<file path="src/rtl/call_stack_pkg.sv">
// Shared types and default geometry for the return-address stack.
package call_stack_pkg;

  localparam int ADDR_W = 19;
  localparam int DEPTH  = 8;
  localparam int PTR_W  = $clog2(DEPTH);
  localparam int CNT_W  = PTR_W + 1;

  typedef enum logic [1:0] {
    OP_NONE,
    OP_PUSH,
    OP_POP,
    OP_SWAP
  } op_e;

  function automatic op_e decode_op(input logic en_stack,
                                    input logic call_en,
                                    input logic ret_en);
    if (!en_stack)              return OP_NONE;
    else if (call_en && ret_en) return OP_SWAP;
    else if (call_en)           return OP_PUSH;
    else if (ret_en)            return OP_POP;
    else                        return OP_NONE;
  endfunction

endpackage

</file>
<file path="src/rtl/call_stack_mem.sv">
// Return-address storage: DEPTH x ADDR_W register array with one synchronous
// write port and one asynchronous read port.
module stack_mem #(
  parameter int ADDR_W = 19,
  parameter int DEPTH  = 8,
  parameter int PTR_W  = $clog2(DEPTH)
) (
  input  logic              clk,
  input  logic              we,
  input  logic [PTR_W-1:0]  waddr,
  input  logic [ADDR_W-1:0] wdata,
  input  logic [PTR_W-1:0]  raddr,
  output logic [ADDR_W-1:0] rdata
);

  logic [ADDR_W-1:0] mem_q [DEPTH];

  // NOTE: storage has no reset on purpose; entries are only visible through
  // count, so stale data after reset is never observed.
  always_ff @(posedge clk) begin
    if (we) mem_q[waddr] <= wdata;
  end

  assign rdata = mem_q[raddr];

endmodule

</file>
<file path="src/rtl/call_stack.sv">
// Hardware return-address stack with zero-latency top-of-stack read.
// Build option: CALL_STACK_CIRCULAR_EN makes a push while full overwrite the oldest frame.
module call_stack
  import call_stack_pkg::*;
#(
  parameter int ADDR_W = call_stack_pkg::ADDR_W,
  parameter int DEPTH  = call_stack_pkg::DEPTH
) (
  input  logic                     clk,
  input  logic                     rst,
  input  logic                     en_stack,
  input  logic                     call_en,
  input  logic                     ret_en,
  input  logic [ADDR_W-1:0]        ret_addr_in,
  input  logic                     clear,
  output logic [ADDR_W-1:0]        ret_addr_out,
  output logic                     ret_valid,
  output logic                     full,
  output logic                     empty,
  output logic [$clog2(DEPTH):0]   count,
  output logic                     overflow,
  output logic                     underflow
);

  localparam int PW = $clog2(DEPTH);
  localparam int CW = PW + 1;

  logic [PW-1:0]     wp_q, wp_d;
  logic [CW-1:0]     cnt_q, cnt_d;
  logic              ovf_q, ovf_d;
  logic              unf_q, unf_d;
  logic              we;
  logic [PW-1:0]     waddr;
  logic [PW-1:0]     top_ptr;
  logic [ADDR_W-1:0] rdata;
  op_e               op;

  assign op      = decode_op(en_stack, call_en, ret_en);
  assign top_ptr = wp_q - PW'(1);
  assign empty   = (cnt_q == '0);
  assign full    = (cnt_q == CW'(DEPTH));

  // NOTE: every always_comb output gets a default first so no path infers a latch.
  always_comb begin
    wp_d  = wp_q;
    cnt_d = cnt_q;
    ovf_d = ovf_q;
    unf_d = unf_q;
    we    = 1'b0;
    waddr = wp_q;
    if (clear) begin
      wp_d  = '0;
      cnt_d = '0;
      ovf_d = 1'b0;
      unf_d = 1'b0;
    end else begin
      unique case (op)
        OP_PUSH: begin
          if (full) begin
            ovf_d = 1'b1;
`ifdef CALL_STACK_CIRCULAR_EN
            we    = 1'b1;
            wp_d  = wp_q + PW'(1);
`endif
          end else begin
            we    = 1'b1;
            wp_d  = wp_q + PW'(1);
            cnt_d = cnt_q + CW'(1);
          end
        end
        OP_POP: begin
          if (empty) begin
            unf_d = 1'b1;
          end else begin
            wp_d  = wp_q - PW'(1);
            cnt_d = cnt_q - CW'(1);
          end
        end
        OP_SWAP: begin
          // Tail-call replace; on an empty stack it degenerates to a push.
          we = 1'b1;
          if (empty) begin
            wp_d  = wp_q + PW'(1);
            cnt_d = cnt_q + CW'(1);
          end else begin
            waddr = top_ptr;
          end
        end
        default: ;
      endcase
    end
  end

  // NOTE: sequential state uses non-blocking assignments only, so every
  // register samples the pre-edge values of its peers.
  always_ff @(posedge clk or negedge rst) begin
    if (!rst) begin
      wp_q  <= '0;
      cnt_q <= '0;
      ovf_q <= 1'b0;
      unf_q <= 1'b0;
    end else begin
      wp_q  <= wp_d;
      cnt_q <= cnt_d;
      ovf_q <= ovf_d;
      unf_q <= unf_d;
    end
  end

  stack_mem #(
    .ADDR_W (ADDR_W),
    .DEPTH  (DEPTH),
    .PTR_W  (PW)
  ) u_mem (
    .clk   (clk),
    .we    (we),
    .waddr (waddr),
    .wdata (ret_addr_in),
    .raddr (top_ptr),
    .rdata (rdata)
  );

  assign ret_addr_out = empty ? '0 : rdata;
  assign ret_valid    = ~empty;
  assign count        = cnt_q;
  assign overflow     = ovf_q;
  assign underflow    = unf_q;

endmodule

</file>
<file path="config.mk">
export PLATFORM = sky130hd
export DESIGN_NAME = call_stack
export DESIGN_NICKNAME = d
export VERILOG_FILES = /design/src/rtl/call_stack_pkg.sv /design/src/rtl/call_stack_mem.sv /design/src/rtl/call_stack.sv
export SDC_FILE = /design/constraint.sdc
export NUM_CORES = 1
export LEC_CHECK = 0
export CORE_ASPECT_RATIO = 1.5
export CORE_MARGIN = 4
export CORE_UTILIZATION = 33
export CTS_CLUSTER_SIZE = 10
export DETAILED_ROUTE_END_ITERATION = 8
export MAX_ROUTING_LAYER = met4
export PLACE_DENSITY_LB_ADDON = 0.12
export SYNTH_ARGS = -nofsm -noshare
export SYNTH_HDL_FRONTEND = slang
export SYNTH_SLANG_ARGS = --single-unit
</file>
<file path="constraint.sdc">
create_clock -name clk -period 3.59 [get_ports clk]
set_input_delay 0.8975 -clock clk [delete_from_list [all_inputs] [get_ports clk]]
set_output_delay 0.8975 -clock clk [all_outputs]
set_load 0.02 [all_outputs]
</file>
Figure 1. Gate-type map.
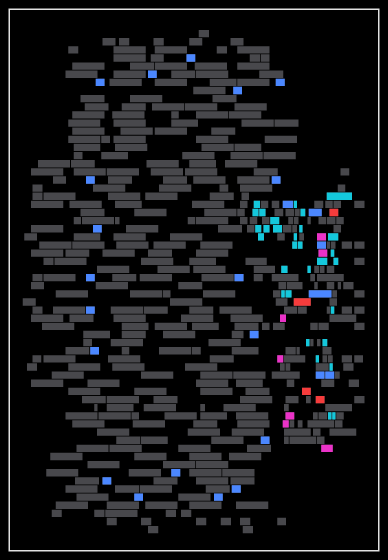
Cyan shows nor cells, cells 30, where middle right. Blue shows non-inverting ao/oa cells, cells 25, where spread over the die. Red shows xor and xnor cells, cells 4. Magenta shows and/or cells, cells 7.

Figure 2. Register map, names as in the netlist.
The bar under the picture is 20 µm long. Other sequential cells in the stronger grey, the rest of the logic in the fainter grey.
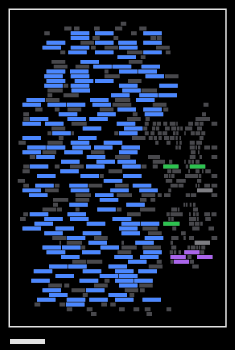
Purple shows `count`, sequential cells 4, where lower right. Green shows `wp_q`, sequential cells 3. Blue shows `u_mem.mem_q`, sequential cells 152.
Another 2 sequential cells are not coloured.

==> impl_metrics.env <==
# flow metrics
export IMPL_clk_pin_slew_ns=0.06
export IMPL_dominant_cells="registers"
export IMPL_dp_worst_setup_slack_ns=0.276
export IMPL_nets=442
export IMPL_dp_hpwl_um=8790
export IMPL_period_used=0.970
export IMPL_cts_sinks=161
export IMPL_syn_num_nets=361
export IMPL_n_clock_buffer=17
export IMPL_bufAreaShareNonClock=0.0978
export IMPL_yosys_warnings=0
export IMPL_ctsHtreeMaxLevel=4
export IMPL_final_cell_mix="152 x edfxtp_1, 38 x mux4_2, 38 x clkdlybuf4s50_1"
export IMPL_ir_drop_v=0.000329
export IMPL_drt_pass1_iter_count=4
export IMPL_yosys_register_bits=161
export IMPL_fillers=1708
export IMPL_dp_cells=650
export IMPL_finalMaxSlewViolations=0
export IMPL_routed_via_density=5.02
export IMPL_worst_pin_slew_ns=0.732
export IMPL_finalCriticalPeriod_ns=3.48
export IMPL_busiest_layer="met2"
export IMPL_seq_area_frac=0.586
export IMPL_outcome="complete, no violations"
export IMPL_die_x_um=123
export IMPL_hp_class="reg2reg"
export IMPL_cts_max_path_buffers=2
export IMPL_initial_core_util=0.339
export IMPL_fin_cells=682
export IMPL_flop_count=161
export IMPL_grt_pass1_wl_um=22000
export IMPL_synthesis_area_mm2=0.00656
export IMPL_fp_row_count=62
export IMPL_critical_path_top_delay_family="buffers and inverters"
export IMPL_synth_stat_cells=332
export IMPL_drive_gt1_frac=0.282
export IMPL_fp_dieArea_mm2=0.0222
export IMPL_cts_hold_buf=0
export IMPL_ys_area_mm2=0.00656
export IMPL_max_freq_mhz=287
export IMPL_dr_first_iter_drc_count=160
export IMPL_criticalPathCategory="reg2out"
export IMPL_crit_chain="inv_1 > ha_2 > buf_12 > mux4_2 > a22o_1 > clkdlybuf4s50_1"
export IMPL_flop_cell="edfxtp_1"
export IMPL_crit_buf_inv=3
export IMPL_tns_ns=0
export IMPL_clock_cell_area_share=0.0714
export IMPL_drt_met1_wl_um=6050
export IMPL_n_all_buffers=82
export IMPL_cts_inserted_buffers=17
export IMPL_cp_arrival_ns=2.58
export IMPL_met2_length_um=7260
export IMPL_whs_ns=0.504
export IMPL_synth_edff_count=152
export IMPL_max_stage_delay_ns=0.53
export IMPL_skew_ns=0.0112
export IMPL_inverters=5
export IMPL_wl_um=14200
export IMPL_warning_count=27
export IMPL_r2r_setup_slack_ns=0.65
export IMPL_power_density_mw_per_mm2=605
export IMPL_synth_cell_types=45
export IMPL_logic_area_mm2=0.00167
export IMPL_num_multi_input_gates=146
export IMPL_grt_start_max_net_pins=30
export IMPL_cts_root_buf="clkbuf_16"
export IMPL_top_cells_by_count="152 x edfxtp_1, 38 x mux4_2, 19 x a22o_1"
export IMPL_wl_per_cell_um=20.8
export IMPL_hold_end="underflow"
export IMPL_crit_start="wp_q[0]"
export IMPL_path_depth=6
export IMPL_hp_start="underflow"
export IMPL_p_total_uw=4940
export IMPL_area_growth_pct=24.8
export IMPL_rsz0062_at_grt="false"
export IMPL_clk_latency_ns=0.42
export IMPL_final_hold_viol_count=0
export IMPL_fp_coreArea_mm2=0.0193
export IMPL_post_cts_buffers=0
export IMPL_drc_errors=0
export IMPL_antenna_left=0
export IMPL_top_area_frac=0.696
export IMPL_grt_overflow=0
export IMPL_hold_depth=2
export IMPL_synth_avg_cell_area_um2=19.7
export IMPL_die_height_um=181
export IMPL_layout_setup_ws_ns=0.109
export IMPL_globalplace_congestion=0.784
Figure 3. Routing congestion.
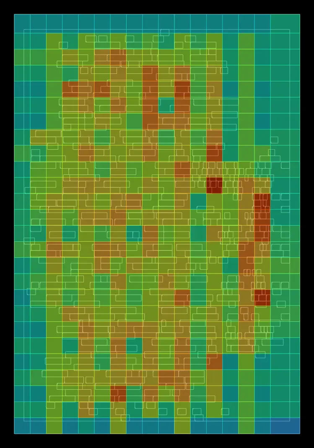
M3 GR Usage: 0.0320
grt met1 use: 0.174
GR met2 Demand/Resource: 0.219
Util after Layout: 0.423
GRT Total Usage: 0.139

-- cells by family (layout without fill, tap and decap cells) --
| kind of cell | Yosys count | after routing | share of synthesized area |
|---|---|---|---|
| simple gates | 48 | 48 | 0.0422 |
| compound gates | 51 | 51 | 0.0615 |
| buf+inv | 25 | 119 | 0.0204 |
| xor+xnor | 4 | 4 | 0.00535 |
| flops | 161 | 161 | 0.731 |
| mux | 39 | 39 | 0.132 |
| fa+ha+maj | 4 | 4 | 0.00764 |
-- registers in the layout, indices dropped and copies added (netlist names) --
signal,cells
underflow,1
wp_q,3
u_mem.mem_q,152
overflow,1
count,4
-- power breakdown --
part | internal [µW] | switching (µW) | total [µW]
Sequential | 2090 | 14.3 | 2110
Clock | 1030 | 747 | 1780
Combinational | 499 | 559 | 1060
Total | 3620 | 1320 | 4940
Power and IR drop assume default switching activity.
